`src/rtl/qos_req_agent.sv`:
```
// Requester-side agent for one port of a QoS round-robin arbiter.
// A small FIFO buffers client transactions; the head drives req/qos toward the
// arbiter, a same-cycle grant pops the head, and the popped payload appears on
// out_data one cycle later with an out_valid pulse. A head that keeps being
// denied has its presented QoS boosted step by step so it cannot starve.
module qos_req_agent #(
  parameter  int DW        = 32,
  parameter  int DEPTH     = 4,
  parameter  int AGE_LIMIT = 16,
  localparam int CW        = $clog2(DEPTH + 1)
) (
  input  logic          clk,
  input  logic          rst_n,
  input  logic          in_valid,
  output logic          in_ready,
  input  logic [DW-1:0] in_data,
  input  logic [3:0]    in_qos,
  output logic          req,
  output logic [3:0]    qos,
  input  logic          grant,
  output logic          out_valid,
  output logic [DW-1:0] out_data,
  output logic [CW-1:0] level,
  output logic          err
);

  localparam int PW = (DEPTH > 1) ? $clog2(DEPTH) : 1;
  // An AGE_LIMIT of 1 boosts on every denied cycle, so the age counter only
  // ever holds 0; keep it at least one bit wide.
  localparam int AW = (AGE_LIMIT > 1) ? $clog2(AGE_LIMIT) : 1;

  localparam logic [CW-1:0] LVL_FULL = CW'(DEPTH);
  localparam logic [AW-1:0] AGE_LAST = AW'(AGE_LIMIT - 1);

  // Saturating 4-bit add used to combine base QoS with the starvation boost.
  function automatic logic [3:0] sat_add4(input logic [3:0] a, input logic [3:0] b);
    logic [4:0] sum;
    sum = {1'b0, a} + {1'b0, b};
    return sum[4] ? 4'hF : sum[3:0];
  endfunction

  // Saturating 4-bit increment for the boost counter.
  function automatic logic [3:0] sat_inc4(input logic [3:0] a);
    return (a == 4'hF) ? 4'hF : a + 4'd1;
  endfunction

  // FIFO storage (data only, never reset) and control state.
  logic [DW-1:0] mem_data [DEPTH];
  logic [3:0]    mem_qos  [DEPTH];
  logic [PW-1:0] wr_ptr;
  logic [PW-1:0] rd_ptr;
  logic [CW-1:0] cnt;
  logic [AW-1:0] age;
  logic [3:0]    boost;
  logic          err_q;

  // Delivery register, one cycle behind the granting edge.
  logic          out_vld_p1;
  logic [DW-1:0] out_data_p1;

  logic full;
  logic empty;
  logic push_p0;
  logic pop_p0;
  logic [3:0] head_qos;

  // ---- Stage p0: request side, combinational from FIFO state and grant ----
  assign full     = (cnt == LVL_FULL);
  assign empty    = (cnt == '0);
  assign in_ready = !full;
  assign req      = !empty;
  assign push_p0  = in_valid && !full;
  // A grant with nothing requested is a protocol error and never pops.
  assign pop_p0   = grant && !empty;
  assign head_qos = mem_qos[rd_ptr];
  assign qos      = empty ? 4'd0 : sat_add4(head_qos, boost);
  assign level    = cnt;
  assign err      = err_q;

  // Write the offered transaction into the tail slot.
  always_ff @(posedge clk) begin
    if (push_p0) begin
      mem_data[wr_ptr] <= in_data;
      mem_qos[wr_ptr]  <= in_qos;
    end
  end

  // Pointer and occupancy bookkeeping; full/empty derive from the count only.
  always_ff @(posedge clk or negedge rst_n) begin
    if (!rst_n) begin
      wr_ptr <= '0;
      rd_ptr <= '0;
      cnt    <= '0;
    end else begin
      if (push_p0) wr_ptr <= wr_ptr + 1'b1;
      if (pop_p0)  rd_ptr <= rd_ptr + 1'b1;
      case ({push_p0, pop_p0})
        2'b10:   cnt <= cnt + 1'b1;
        2'b01:   cnt <= cnt - 1'b1;
        default: cnt <= cnt;
      endcase
    end
  end

  // Starvation aging: count denied request cycles and step the boost each
  // time the limit is reached; a pop or an idle port clears both.
  always_ff @(posedge clk or negedge rst_n) begin
    if (!rst_n) begin
      age   <= '0;
      boost <= '0;
    end else if (pop_p0 || !req) begin
      age   <= '0;
      boost <= '0;
    end else if (age == AGE_LAST) begin
      age   <= '0;
      boost <= sat_inc4(boost);
    end else begin
      age   <= age + 1'b1;
    end
  end

  // Sticky flag for a grant arriving while no request is raised.
  always_ff @(posedge clk or negedge rst_n) begin
    if (!rst_n) begin
      err_q <= 1'b0;
    end else if (grant && !req) begin
      err_q <= 1'b1;
    end
  end

  // ---- Stage p1: deliver the popped head; data holds between pops ----
  always_ff @(posedge clk or negedge rst_n) begin
    if (!rst_n) begin
      out_vld_p1  <= 1'b0;
      out_data_p1 <= '0;
    end else begin
      out_vld_p1 <= pop_p0;
      if (pop_p0) out_data_p1 <= mem_data[rd_ptr];
    end
  end

  assign out_valid = out_vld_p1;
  assign out_data  = out_data_p1;

endmodule
```
`config.mk`:
```
export PLATFORM = sky130hd
export DESIGN_NAME = qos_req_agent
export DESIGN_NICKNAME = d
export VERILOG_FILES = /design/src/rtl/qos_req_agent.sv
export SDC_FILE = /design/constraint.sdc
export NUM_CORES = 1
export LEC_CHECK = 0
export CAP_MARGIN = 20
export CORE_MARGIN = 3
export CORE_UTILIZATION = 40
export DETAILED_ROUTE_END_ITERATION = 10
export PLACE_DENSITY_LB_ADDON = 0.25
export SYNTH_ARGS = -nofsm -noshare
export SYNTH_HDL_FRONTEND = slang
export SYNTH_SLANG_ARGS = --single-unit
```
`constraint.sdc`:
```
create_clock -name clk -period 2.69 [get_ports clk]
set_input_delay 0.269 -clock clk [delete_from_list [all_inputs] [get_ports clk]]
set_output_delay 0.269 -clock clk [all_outputs]
set_load 0.005 [all_outputs]
```
Figure 1. Met1 routing.
The bar under the picture is 50 µm long.
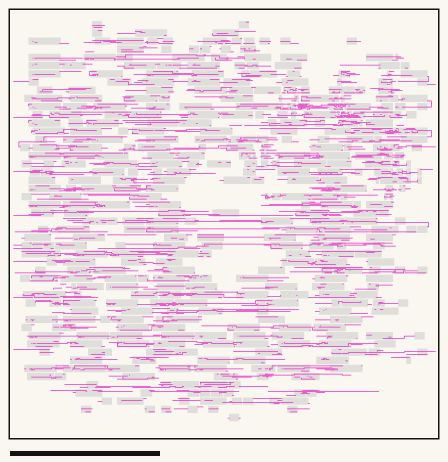
main direction: horizontal
longest straight run: 50.6 µm
met1 Track Usage GR: 18.7%
final WL: 14.2 mm
Via Count: 3,641

Figure 2. Metal 2.
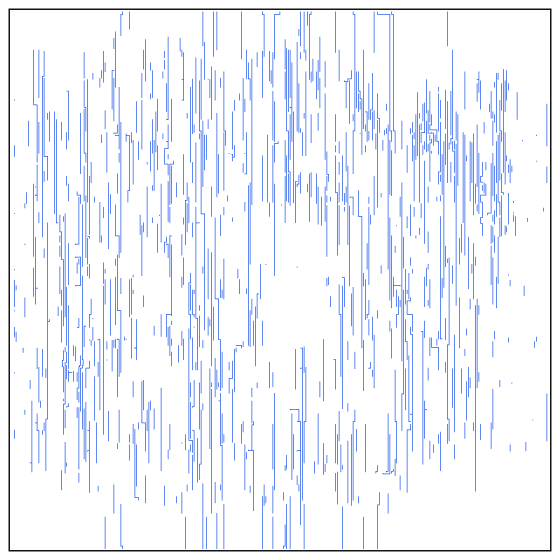
longest straight run: 51.7 µm
nets with wire on the layer: 477
main direction: vertical
share of all routed wire: 51%
wire length on this layer: 7,230 µm
met2 Use GR: 24.7%

==> run_results.csv <==
group,metric,value,unit
global_route,grt.total_usage,15.0,%
setup_path,cp_num_cells,7,
sta,setup_viol,1,
layout,flop_area,5550,µm²
layout,nFillCells,1435,
logic_synthesis,adder_share,2.39,%
run_status,failed_checks,"setup timing",
clocking,cts_made_buffers,17,
route,met3WireLength,809,µm
run_status,status,"finished, violations left",
clocking,cts_root_buf,"clkbuf_16",
min_path,hold_path.class,"primary input to asynchronous set/reset pin",
sta,hold_viol,0,
clocking,ctsHoldBuffers,0,
logic_synthesis,yosys_area,7430,µm²
power,clock_power_share,25.0,%
power,p_leak,0.00329,µW
layout,clkCellAreaFrac,6.27,%
die,core_area,18100,µm²
die,die_w,142,µm
logic_synthesis,synth_area_per_cell,21.0,µm²
layout,largest_cell_class,"flip-flops and latches",
layout,clock_buffers,19,
global_route,grt_overflow,0,
logic_synthesis,largest_area_cell,"edfxtp_1",
logic_synthesis,ys.flop_type,"edfxtp_1",
clocking,clock_sinks,193,
logic_synthesis,ys_types,39,
die,rows,49,
sta,drv_slew,0,
setup_path,critPathKind,"flop to output pin",
logic_synthesis,compound_area_share,1.35,%
setup_path,rr_worst_depth,9,
layout,syn2layout_area_growth,25.1,%
route,drt_iter0_drc,199,
logic_synthesis,xor_share,1.06,%
clocking,cts_buffer_depth,2,
die,die_area,20200,µm²
layout,n_all_buffers,98,
layout,combGateArea,1830,µm²
setup_path,critPathLaunchType,"flop",
sta,layout_setup_ws,-27.0,ps
power,p_sw,2750,µW
setup_path,critPathRequiredTime,2420,ps
flow_run,max_cap_viol_count,0,
route,wl_per_cell,20.3,µm
logic_synthesis,synthTopCellsByCount,"144 x edfxtp_1, 49 x dfrtp_1, 33 x mux4_2",
route,ant_nets,0,
power,vdd_drop_max,0.000481,V
layout,area_share_nonclk_buffers,10.6,%
route,detail_route.vias_per_cell,5.21,
route,wl_met1,5.97,mm
setup_path,crit_chain,"buf_4, mux4_2, ha_4, a21o_1, a2111oi_2, nor3b_1, buf_2",
sta,clock.fmax,0.368,GHz
logic_synthesis,yosysWarnings,0,
route,topRoutingLayerUsed,"met4",
layout,layout.nets,510,
sta,worst_pin_slew,727,ps
logic_synthesis,yosys_cells,353,
global_route,grt_max_degree,37,
logic_synthesis,netlist.area_leader.share,58.2,%
clocking,cts-htree-levels,4,
power,p_int,7160,µW
setup_path,cp-end-kind,"output pin",
global_route,grt_pass1_vias,3936,
layout,num-multi-input-gates,133,
layout,inverters_excl_clock,14,
Figure 3. The metal 3 layer.
The bar under the picture is 50 µm long.
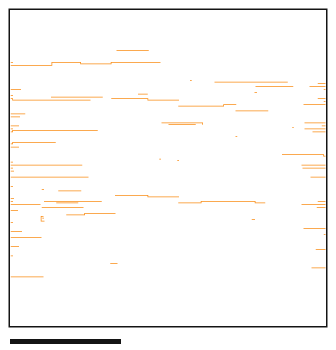
main direction: horizontal
longest straight run: 38.2 µm
share of all routed wire: 5.7%
nets with wire on the layer: 62
met3 Resource Use GR: 5.14%

## registers in the layout (all words and copies together) (netlist names), 2 cells and up
register,count
mem_qos,16
rd_ptr,2
boost,4
out_data,32
age,4
level,3
mem_data,128
wr_ptr,2
## metrics by stage
stage                     util [%]  hold WS [ps]  instance area [µm²]  instances  setup WS, ps
after floorplan                  -         -26.6                 7430        353           292
after global placement        47.4           436                 8580        661          84.1
after detailed placement      47.4           446                 8580        661          9.54
after CTS                     50.9          32.1                 9210        695         -82.7
after global routing          51.4           354                 9290        699          -141
final                         51.4           333                 9290        699         -27.0
## final timing paths
path,from,end,slack [ps]
max,rd_ptr[0]$_DFFE_PN0P_,qos[3],-30
min,rst_n,out_data[6]$_DFFE_PN0P_,330
max reg2reg,level[0]$_DFFE_PN0P_,level[2]$_DFFE_PN0P_,410
min reg2reg,err$_DFFE_PN0P_,err$_DFFE_PN0P_,460
max in group asynchronous,rst_n,age[2]$_DFF_PN0_,1650
min in group clk,err$_DFFE_PN0P_,err$_DFFE_PN0P_,460
## cells in the final DEF, fill, tap and decap left out, types with 6 or more instances in the layout
| master | n |
|---|---|
| buf_4 | 9 |
| clkbuf_16 | 17 |
| clkdlybuf4s50_1 | 77 |
| dfrtp_1 | 47 |
| edfxtp_1 | 144 |
| ha_1 | 7 |
| inv_1 | 12 |
| mux2_2 | 23 |
| mux2_4 | 6 |
| mux4_2 | 33 |
## power by group through the flow
stage               clock, µW  sequential [µW]  combinational [µW]
floorplan                   0             4350                1780
CTS                      2550             4360                3100
finish                   2480             4350                3080
global placement            0             4380                3020
global route             2690             4430                3360
detailed placement          0             4420                3070
Power figures rest on the tool's default switching activity, not on a simulated workload.
